`src/rtl/voice_scheduler.sv`:
```
// voice_scheduler: SPI note events -> event FIFO -> handshaked voice bank writes.
// Optional ack watchdog and o_timeout port: `define VOICE_SCHED_TIMEOUT_EN.
module voice_scheduler #(
    parameter int NUM_VOICES  = 16,
    parameter int VI_W        = 4,
    parameter int FIFO_DEPTH  = 4,
    parameter int TIMEOUT_CYC = 255
) (
    input  logic                  i_clk,
    input  logic                  i_reset,
    input  logic                  i_SPI_flag,
    input  logic                  i_SPI_note_status,
    input  logic [7:0]            i_SPI_voice_index,
    input  logic [31:0]           i_SPI_tuning_code,
    input  logic [6:0]            i_SPI_velocity,
    output logic                  o_voice_wr_en,
    output logic [VI_W-1:0]       o_voice_wr_addr,
    output logic [31:0]           o_voice_tuning,
    output logic [6:0]            o_voice_velocity,
    output logic                  o_voice_gate,
    input  logic                  i_voice_wr_ack,
    output logic [NUM_VOICES-1:0] o_gate_mask,
    output logic [VI_W:0]         o_active_count,
    output logic                  o_overflow,
    output logic                  o_bad_index,
`ifdef VOICE_SCHED_TIMEOUT_EN
    output logic                  o_timeout,
`endif
    output logic                  o_busy
);

    localparam int PTR_W = (FIFO_DEPTH > 1) ? $clog2(FIFO_DEPTH) : 1;
    localparam int CNT_W = PTR_W + 1;
    localparam int ENT_W = 1 + VI_W + 32 + 7;
    localparam int AC_W  = VI_W + 1;
    localparam logic [8:0]       NV    = 9'(NUM_VOICES);
    localparam logic [CNT_W-1:0] DEPTH = CNT_W'(FIFO_DEPTH);

    if (VI_W != $clog2(NUM_VOICES) || TIMEOUT_CYC < 1) begin : g_param_chk
        $error("voice_scheduler: inconsistent parameters");
    end

    typedef enum logic {IDLE, WRITE} state_t;

    state_t                r_state, w_state_next;
    logic                  r_flag_q;
    logic [ENT_W-1:0]      r_mem [FIFO_DEPTH];
    logic [PTR_W-1:0]      r_wp, r_rp;
    logic [CNT_W-1:0]      r_cnt, w_cnt_next;
    logic                  w_event, w_idx_ok, w_full;
    logic                  w_push, w_pop, w_done, w_tmo;
    logic [ENT_W-1:0]      w_wdata, w_head;
    logic [NUM_VOICES-1:0] r_mask, w_mask_next;
    logic [AC_W-1:0]       r_count, w_count_next;
    logic                  r_wr_en, r_gate, r_ovf, r_bad, r_busy;
    logic [VI_W-1:0]       r_addr;
    logic [31:0]           r_tuning;
    logic [6:0]            r_vel;

    assign w_event  = i_SPI_flag & ~r_flag_q;
    assign w_idx_ok = {1'b0, i_SPI_voice_index} < NV;
    assign w_full   = (r_cnt == DEPTH);
    assign w_push   = w_event & w_idx_ok & (~w_full | w_pop);
    assign w_head   = r_mem[r_rp];

    // Note-off entries carry no tuning/velocity payload.
    assign w_wdata = {i_SPI_note_status,
                      i_SPI_voice_index[VI_W-1:0],
                      i_SPI_note_status ? i_SPI_tuning_code : 32'd0,
                      i_SPI_note_status ? i_SPI_velocity : 7'd0};

    assign w_cnt_next = r_cnt + CNT_W'(w_push) - CNT_W'(w_pop);

`ifdef VOICE_SCHED_TIMEOUT_EN
    localparam int TMO_W = $clog2(TIMEOUT_CYC + 1);
    logic [TMO_W-1:0] r_tmo_cnt;
    logic             w_tmo_hit, r_timeout;

    // Counts completed cycles in WRITE; fires on the TIMEOUT_CYC-th one.
    assign w_tmo_hit = (r_tmo_cnt == TMO_W'(TIMEOUT_CYC - 1));
    assign o_timeout = r_timeout;

    always_ff @(posedge i_clk or posedge i_reset) begin
        if (i_reset) begin
            r_tmo_cnt <= '0;
            r_timeout <= 1'b0;
        end else begin
            if (w_pop)
                r_tmo_cnt <= '0;
            else if (r_state == WRITE)
                r_tmo_cnt <= r_tmo_cnt + TMO_W'(1);
            if (w_tmo)
                r_timeout <= 1'b1;
        end
    end
`endif

    always_ff @(posedge i_clk or posedge i_reset) begin
        if (i_reset)
            r_state <= IDLE;
        else
            r_state <= w_state_next;
    end

    always_comb begin
        w_state_next = r_state;
        w_pop        = 1'b0;
        w_done       = 1'b0;
        w_tmo        = 1'b0;
        unique case (r_state)
            IDLE: begin
                if (r_cnt != '0) begin
                    w_pop        = 1'b1;
                    w_state_next = WRITE;
                end
            end
            WRITE: begin
                if (i_voice_wr_ack) begin
                    w_done       = 1'b1;
                    w_state_next = IDLE;
                end
`ifdef VOICE_SCHED_TIMEOUT_EN
                else if (w_tmo_hit) begin
                    w_tmo        = 1'b1;
                    w_state_next = IDLE;
                end
`endif
            end
            default: w_state_next = IDLE;
        endcase
    end

    always_ff @(posedge i_clk) begin
        if (w_push)
            r_mem[r_wp] <= w_wdata;
    end

    always_ff @(posedge i_clk or posedge i_reset) begin
        if (i_reset) begin
            r_flag_q <= 1'b0;
            r_wp     <= '0;
            r_rp     <= '0;
            r_cnt    <= '0;
        end else begin
            r_flag_q <= i_SPI_flag;
            if (w_push)
                r_wp <= r_wp + PTR_W'(1);
            if (w_pop)
                r_rp <= r_rp + PTR_W'(1);
            r_cnt <= w_cnt_next;
        end
    end

    always_comb begin
        w_mask_next = r_mask;
        if (w_done)
            w_mask_next[r_addr] = r_gate;
        w_count_next = '0;
        for (int i = 0; i < NUM_VOICES; i++)
            w_count_next = w_count_next + AC_W'(w_mask_next[i]);
    end

    always_ff @(posedge i_clk or posedge i_reset) begin
        if (i_reset) begin
            r_wr_en  <= 1'b0;
            r_addr   <= '0;
            r_tuning <= '0;
            r_vel    <= '0;
            r_gate   <= 1'b0;
            r_mask   <= '0;
            r_count  <= '0;
            r_ovf    <= 1'b0;
            r_bad    <= 1'b0;
            r_busy   <= 1'b0;
        end else begin
            if (w_pop) begin
                r_wr_en <= 1'b1;
                {r_gate, r_addr, r_tuning, r_vel} <= w_head;
            end else if (w_done | w_tmo) begin
                r_wr_en <= 1'b0;
            end
            r_mask  <= w_mask_next;
            r_count <= w_count_next;
            r_busy  <= (w_cnt_next != '0) | (w_state_next != IDLE);
            if (w_event & ~w_idx_ok)
                r_bad <= 1'b1;
            if (w_event & w_idx_ok & w_full & ~w_pop)
                r_ovf <= 1'b1;
        end
    end

    assign o_voice_wr_en    = r_wr_en;
    assign o_voice_wr_addr  = r_addr;
    assign o_voice_tuning   = r_tuning;
    assign o_voice_velocity = r_vel;
    assign o_voice_gate     = r_gate;
    assign o_gate_mask      = r_mask;
    assign o_active_count   = r_count;
    assign o_overflow       = r_ovf;
    assign o_bad_index      = r_bad;
    assign o_busy           = r_busy;

endmodule
```
`config.mk`:
```
export PLATFORM = sky130hd
export DESIGN_NAME = voice_scheduler
export DESIGN_NICKNAME = d
export VERILOG_FILES = /design/src/rtl/voice_scheduler.sv
export SDC_FILE = /design/constraint.sdc
export NUM_CORES = 1
export LEC_CHECK = 0
export ABC_AREA = 0
export CORE_MARGIN = 8
export CORE_UTILIZATION = 60
export DETAILED_ROUTE_END_ITERATION = 16
export GPL_ROUTABILITY_DRIVEN = 0
export GPL_TIMING_DRIVEN = 0
export PLACE_DENSITY = 0.85
export SLEW_MARGIN = 20
export SYNTH_ARGS = -nofsm -noshare
export SYNTH_HDL_FRONTEND = slang
export SYNTH_SLANG_ARGS = --single-unit
```
`constraint.sdc`:
```
create_clock -name i_clk -period 13.64 [get_ports i_clk]
set_clock_uncertainty 0.05 [all_clocks]
set_input_delay 1.364 -clock i_clk [delete_from_list [all_inputs] [get_ports i_clk]]
set_output_delay 1.364 -clock i_clk [all_outputs]
set_load 0.02 [all_outputs]
```
==> results.yml <==
# synthesis and place-and-route metrics
power_and_ir_drop:
  vdd_drop_max_mv: 0.150
  power_uw: 2980
  p_leak_uw: 0.00452
cells_and_area:
  n_all_buffers: 143
  fin_util: 0.752
  seq_share: 0.582
  final_nets: 742
  mi_logic_area_sq_um: 2700
  inverters: 20
  comb_cells: 223
  register_area_sq_um: 7240
  comb_area_frac: 0.217
  final_common_cell: "edfxtp_1"
  dominant-cell-class: "flip-flops and latches"
logic_synthesis:
  syn_nets: 593
  mux_share: 0.172
  synth_area_leader_cell: "edfxtp_1"
  async_flop_share: 0.307
  ff_type: "edfxtp_1"
  yosys_warnings: 0
  ys_sh_simple: 0.0452
  post_synth_num_cell_types: 34
  top_logic_kind: "multiplexers"
  syn_inst: 519
  ys_seq_share: 0.716
  edf_count: 176
critical_path:
  critical-path-slowest-cell: "clkdlybuf4s50_1"
  path_delay_family: "adder cells"
  crit_top_cell: "fa_1"
  arrival_ns: 5.97
routing:
  wl_per_cell_um: 21.9
timing:
  hold_slack_ns: 0.424
  fin_crit_sh: 0.408
  worst_pin_slew_ns: 0.716
  setup_viol: 0
  rsz0062_at_grt: "no"
  fmax_mhz: 180
status:
  status: "completed"
floorplanning:
  die-area_sq_um: 21200
  rows: 47
  tap_cells: 220
  die_h_um: 146
placement:
  dpl_worst_slack_ns: 7.57
  dp_hpwl_mm: 12.6
  placed_cell_area_sq_um: 11600
clock_tree:
  root_buffer: "clkbuf_16"
  cts_max_path_buffers: 3
  postCtsResizedCells: 0
  clk_pin_slew_ns: 0.06
run:
  warnings: 29
global_routing:
  grt_pass1_vias: 5825
  grt_start_max_net_pins: 46
## report_power, final
part	internal, uW	switching (uW)	total, uW
Combinational	631	623	1250
Sequential	956	89.0	1040
Clock	398	279	677
Total	1980	991	2980
## sequential cells by signal, summed over array words and instances (netlist names), 2 cells and up
register	count
o_gate_mask	16
o_voice_wr_addr	4
o_active_count	5
o_voice_tuning	32
r_cnt	3
r_rp	2
r_wp	2
o_voice_velocity	7
r_mem	176
## final timing paths
kind | endpoint | from | depth (start not counted) | slack, ns
max | o_active_count[4]$_DFF_PP0_ | i_voice_wr_ack | 16 | 8.07
min | o_overflow$_DFFE_PP0P_ | o_overflow$_DFFE_PP0P_ | 1 | 0.42
max reg2reg | o_active_count[4]$_DFF_PP0_ | r_state$_DFF_PP0_ | 16 | 9.00
min reg2reg | o_overflow$_DFFE_PP0P_ | o_overflow$_DFFE_PP0P_ | 1 | 0.42
max in group asynchronous | o_voice_tuning[20]$_DFFE_PP0P_ | i_reset | 3 | 11.70
min in group asynchronous | o_voice_tuning[0]$_DFFE_PP0P_ | i_reset | 2 | 1.23
## worst reg2reg max path, delay by kind of cell (launching register included)
kind                       cells  cell delay, ns
DFF                            1            0.32
and+or+nand+nor                3            0.87
AOI/OAI and AO/OA              1            0.12
muxes                          1            0.18
buffers and inverters          5            0.43
adders and majority gates      6            2.63
## synth_stat cells (all sizes together), types with 3 or more instances
master  number
mux2i        6
and2        43
edfxtp     176
nor2        13
xnor2        5
ha          11
inv         20
dfrtp       78
nand2b       4
mux4        44
buf         11
nor3         3
mux2        61
fa          11
or4          3
clkbuf      11
## layer usage
metal	GRT usage	vias to the layer above	routed length [um]
met5	0	-	0
met4	0.0630	0	488
met3	0.0432	40	1130
met2	0.327	149	10200
met1	0.235	2664	8030
li1	-	2282	-
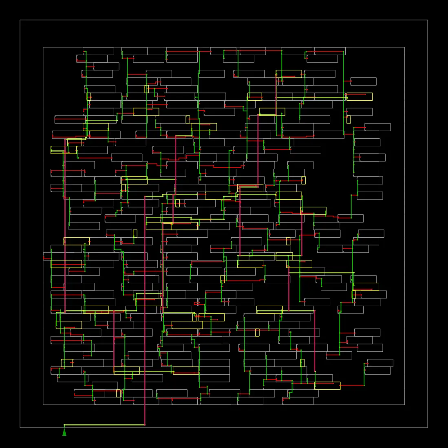
clock_nets.png
Num CTS Buffers: 26
clk sink count: 254
flop count: 254
clk_lat worst skew: 0.52 ns

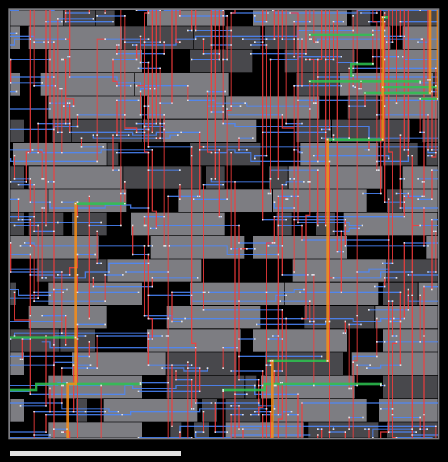
closeup.png
Bar = 20 um. Window x 48 to 98, y 77 to 127 um. Cells in gray, sequential cells in the stronger gray; small squares are vias.
layer	color
M3	green
M2	red
M1	blue
M4	orange
most frequent	edfxtp_1 (37)
sequential cells in the window	47
netlist names of flops here include	`r_mem` (37), `o_voice_tuning` (8)
cells with their middle in the window	98

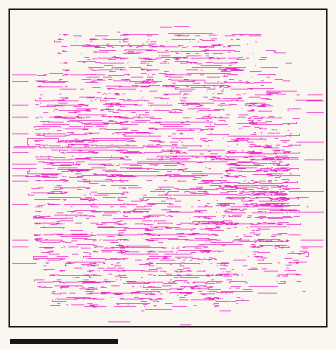
m1.png
Bar = 50 um.
main direction	horizontal
wire length on this layer	8030 um
share of all routed wire	41%
Routed WL: 19.8 mm
met1 Use GR: 0.235
via count: 5135

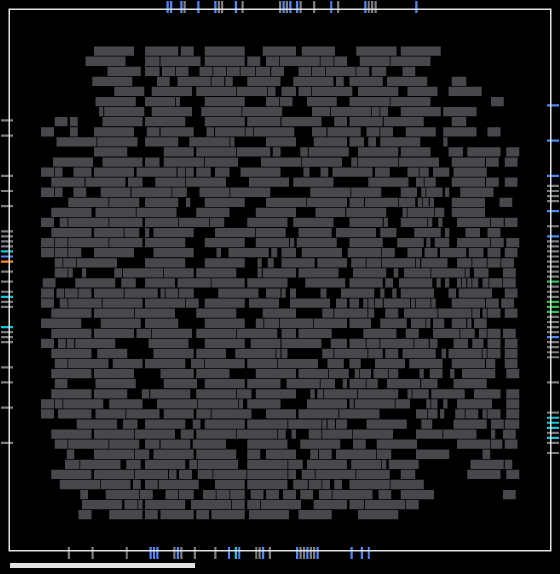
pinout.png
Bar = 50 um. Pins as bars across the die edge, other pins in gray.
port	color	pins	direction	edge
`o_voice_wr_addr`	green	4	output	right
`i_SPI_note_status`	orange	1	input	left
`o_voice_tuning`	blue	32	output	13 bottom, 12 top, 6 right, 1 left
`i_SPI_voice_index`	cyan	8	input	4 right, 3 left, 1 bottom

